===== config.mk =====
export PLATFORM = sky130hd
export DESIGN_NAME = alu_issue_ctrl
export DESIGN_NICKNAME = d
export VERILOG_FILES = /design/src/rtl/alu_issue_ctrl.sv
export SDC_FILE = /design/constraint.sdc
export NUM_CORES = 1
export LEC_CHECK = 0
export CAP_MARGIN = 0
export CORE_UTILIZATION = 50
export CTS_BUF_LIST = sky130_fd_sc_hd__clkbuf_2 sky130_fd_sc_hd__clkbuf_4 sky130_fd_sc_hd__clkbuf_8
export DETAILED_ROUTE_END_ITERATION = 7
export PLACE_DENSITY = 0.73
export SYNTH_ARGS = -nofsm -noshare
export SYNTH_HDL_FRONTEND = slang
export SYNTH_SLANG_ARGS = --single-unit

===== constraint.sdc =====
create_clock -name clk -period 5 [get_ports clk]
set_input_delay 0.75 -clock clk [delete_from_list [all_inputs] [get_ports clk]]
set_output_delay 0.75 -clock clk [all_outputs]
set_load 0.005 [all_outputs]

===== src/rtl/alu_issue_ctrl.sv =====
// Issue controller for the 8-bit ALU: valid/ready request capture, single-cycle ALU ops,
// an 8-cycle shift-add multiply on the shared adder, and registered results held under backpressure.
module alu_issue_ctrl #(
  parameter int WIDTH  = 8,
  parameter bit MUL_EN = 1'b1
) (
  input  logic               clk,
  input  logic               rst_n,
  input  logic               in_valid,
  output logic               in_ready,
  input  logic [2:0]         in_op,
  input  logic [WIDTH-1:0]   in_a,
  input  logic [WIDTH-1:0]   in_b,
  input  logic               in_cin,
  output logic               out_valid,
  input  logic               out_ready,
  output logic [2*WIDTH-1:0] out_res,
  output logic               out_c,
  output logic               out_z,
  output logic               out_n,
  output logic               out_v,
  output logic               out_err,
  output logic               busy
);

  generate
    if (WIDTH != 8) begin : g_bad_width
      $error("alu_issue_ctrl supports WIDTH=8 only");
    end
  endgenerate

  localparam logic [2:0] OP_ADD = 3'b000;
  localparam logic [2:0] OP_SUB = 3'b001;
  localparam logic [2:0] OP_AND = 3'b010;
  localparam logic [2:0] OP_OR  = 3'b011;
  localparam logic [2:0] OP_XOR = 3'b100;
  localparam logic [2:0] OP_NOT = 3'b101;
  localparam logic [2:0] OP_MUL = 3'b110;

  typedef enum logic [1:0] {S_IDLE, S_EXEC, S_MUL, S_DONE} state_t;

  state_t             state_q;
  logic [2:0]         op_q;
  logic [WIDTH-1:0]   a_q, b_q;
  logic               cin_q;
  logic [2:0]         count_q;
  logic [WIDTH-1:0]   acc_hi_q, mplier_q;
  logic [2*WIDTH-1:0] res_q;
  logic               c_q, z_q, n_q, v_q, err_q, valid_q;

  logic [WIDTH-1:0]   add_x, add_y;
  logic               add_ci;
  logic [WIDTH:0]     add_sum;
  logic [WIDTH-1:0]   ex_res;
  logic               ex_c, ex_v, ex_err;
  logic [2*WIDTH-1:0] prod;

  // One adder serves ADD/SUB in EXEC and the partial-product accumulate in MUL.
  always_comb begin
    add_x  = a_q;
    add_y  = b_q;
    add_ci = 1'b0;
    if (state_q == S_MUL) begin
      add_x = acc_hi_q;
      add_y = mplier_q[0] ? a_q : '0;
    end else if (op_q == OP_SUB) begin
      add_y  = ~b_q;
      add_ci = 1'b1;
    end else if (op_q == OP_ADD) begin
      add_ci = cin_q;
    end
    add_sum = {1'b0, add_x} + {1'b0, add_y} + {{WIDTH{1'b0}}, add_ci};
  end

  always_comb begin
    ex_res = '0;
    ex_c   = 1'b0;
    ex_v   = 1'b0;
    ex_err = 1'b0;
    case (op_q)
      OP_ADD, OP_SUB: begin
        ex_res = add_sum[WIDTH-1:0];
        ex_c   = add_sum[WIDTH];
        // add_y is already inverted for SUB, so one overflow rule covers both
        ex_v   = (add_x[WIDTH-1] == add_y[WIDTH-1]) && (add_sum[WIDTH-1] != add_x[WIDTH-1]);
      end
      OP_AND:  ex_res = a_q & b_q;
      OP_OR:   ex_res = a_q | b_q;
      OP_XOR:  ex_res = a_q ^ b_q;
      OP_NOT:  ex_res = ~a_q;
      default: ex_err = 1'b1;
    endcase
  end

  // Product as it stands after this cycle's add and shift.
  assign prod = {add_sum, mplier_q[WIDTH-1:1]};

  always_ff @(posedge clk or negedge rst_n) begin
    if (!rst_n) begin
      state_q  <= S_IDLE;
      op_q     <= '0;
      a_q      <= '0;
      b_q      <= '0;
      cin_q    <= 1'b0;
      count_q  <= '0;
      acc_hi_q <= '0;
      mplier_q <= '0;
      res_q    <= '0;
      c_q      <= 1'b0;
      z_q      <= 1'b0;
      n_q      <= 1'b0;
      v_q      <= 1'b0;
      err_q    <= 1'b0;
      valid_q  <= 1'b0;
    end else begin
      case (state_q)
        S_IDLE: begin
          if (in_valid) begin
            op_q  <= in_op;
            a_q   <= in_a;
            b_q   <= in_b;
            cin_q <= in_cin;
            if (in_op == OP_MUL && MUL_EN) begin
              state_q  <= S_MUL;
              count_q  <= '0;
              acc_hi_q <= '0;
              mplier_q <= in_b;
            end else begin
              state_q <= S_EXEC;
            end
          end
        end
        S_EXEC: begin
          res_q   <= {{WIDTH{1'b0}}, ex_res};
          c_q     <= ex_c;
          z_q     <= (ex_res == '0);
          n_q     <= ex_res[WIDTH-1];
          v_q     <= ex_v;
          err_q   <= ex_err;
          valid_q <= 1'b1;
          state_q <= S_DONE;
        end
        S_MUL: begin
          acc_hi_q <= add_sum[WIDTH:1];
          mplier_q <= {add_sum[0], mplier_q[WIDTH-1:1]};
          count_q  <= count_q + 3'd1;
          if (count_q == 3'd7) begin
            res_q   <= prod;
            c_q     <= (prod[2*WIDTH-1:WIDTH] != '0);
            z_q     <= (prod == '0);
            n_q     <= prod[2*WIDTH-1];
            v_q     <= 1'b0;
            err_q   <= 1'b0;
            valid_q <= 1'b1;
            state_q <= S_DONE;
          end
        end
        S_DONE: begin
          if (out_ready) begin
            valid_q <= 1'b0;
            state_q <= S_IDLE;
          end
        end
        default: state_q <= S_IDLE;
      endcase
    end
  end

  assign in_ready  = (state_q == S_IDLE);
  assign busy      = (state_q != S_IDLE);
  assign out_valid = valid_q;
  assign out_res   = res_q;
  assign out_c     = c_q;
  assign out_z     = z_q;
  assign out_n     = n_q;
  assign out_v     = v_q;
  assign out_err   = err_q;

endmodule


Sequential cells coloured by netlist name:
(4 px per micron) Other sequential cells in the stronger grey, the rest of the logic in the fainter grey.
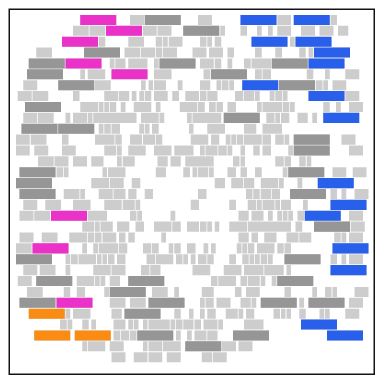
[magenta] `b_q` | sequential cells: 8
[blue] `out_res` | sequential cells: 16
[orange] `count_q` | sequential cells: 3
sequential cell area: 1577 sq um
flop share of the area: 0.3347
final core occ: 0.6128

Congestion heat map:
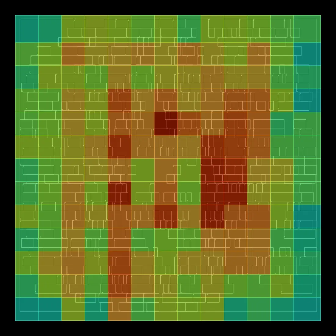
met3 GRT Util: 0.04293
Avg WL per Cell: 16.32 microns

==> results.sh <==
# physical design summary
export IMPL_wl_met2_mm=4.345
export IMPL_logic_gate_count=323
export IMPL_gp_congestion=0.9177
export IMPL_dr_max_layer_used="met4"
export IMPL_ys_top_cells_by_area="dfrtp_1 40%, ha_1 9.2%, o21ai_0 7.2%"
export IMPL_buf_share=0.1068
export IMPL_fin_worst_skew_ns=0.007151
export IMPL_tritoncts="done"
export IMPL_htree_levels=3
export IMPL_top_cell="nand2_1"
export IMPL_cp_top_family="simple AND/OR/NAND/NOR gates"
export IMPL_antenna_left=0
export IMPL_wl_met3_microns=373
export IMPL_numCtsBuffers=9
export IMPL_dp_slack_ns=0.7387
export IMPL_ys_types=47
export IMPL_endpoint_kind="flip-flop"
export IMPL_drc=0
export IMPL_netlist_area_sq_um=3950
export IMPL_holdWs_ns=0.4752
export IMPL_worstHoldStart="out_err"
export IMPL_cts_hold_buf=0
export IMPL_hold_end="out_err"
export IMPL_drive_above_1_share=0.09917
export IMPL_rsz0062_at_grt="false"
export IMPL_cp_startpoint="op_q[1]"
export IMPL_antenna_found_initial=0
export IMPL_netlist_instances=443
export IMPL_status="completed"
export IMPL_largest_area_cell="dfrtp_1"
export IMPL_io_buffer_count=47
export IMPL_yosys_area_share_aoi=0.1710
export IMPL_crit_path_frequent_cell="fa_1"
export IMPL_lay_top_count="nand2_1"
export IMPL_r2r_slack_ns=0.68
export IMPL_critical_path_arrival_ns=4.60
export IMPL_fillers=683
export IMPL_floorplan_core_util=0.5138
export IMPL_fin_crit_sh=0.8638
export IMPL_n_antenna_cell=0
export IMPL_synth_seq_cells=63
export IMPL_largest_class="logic gates"
export IMPL_reg2reg_from="op_q[1]"
export IMPL_wl_met1_mm=4.672
export IMPL_die_h_microns=90.88
export IMPL_dp_cells=570
export IMPL_drtIter0Drc=202
export IMPL_rows=32
export IMPL_num_nonclk_inverters=30
export IMPL_totalWireLength_mm=9.562
export IMPL_io_pins=48
export IMPL_crit_chain="nor2_1 > and2_1 > xnor2_1 > o21ai_0 > fa_1 > inv_1 > fa_1 > nand2b_1 > a21oi_1 > xor2_1 > or4_1 > nor4_2 > nand4_1 > a31oi_1"
export IMPL_design_area_sq_um=4711
export IMPL_n_clock_buffer=13
export IMPL_crit_required_ns=5.28
export IMPL_groute_usage_overall=0.2475
export IMPL_crit_buf_inv=1
export IMPL_synthToLayoutAreaGrowth_pct=19.26
export IMPL_grt_busiest_layer="met2"
export IMPL_ys_sh_mux=0.08742
export IMPL_ctsRootBufferMaster="clkbuf_8"
export IMPL_ff2ff_path_depth=14
export IMPL_layout_top_cells="74 x nand2_1, 63 x dfrtp_1, 57 x o21ai_0"
export IMPL_fp_dieW_microns=90.88
export IMPL_worstSetupPathType="reg -> reg"
export IMPL_grt_max_degree=64
export IMPL_slowest_delay_ns=0.58
export IMPL_coreArea_sq_um=7687
export IMPL_r2r_end="out_z"
export IMPL_cts_clk_slew_worst_paths_ns=0.07
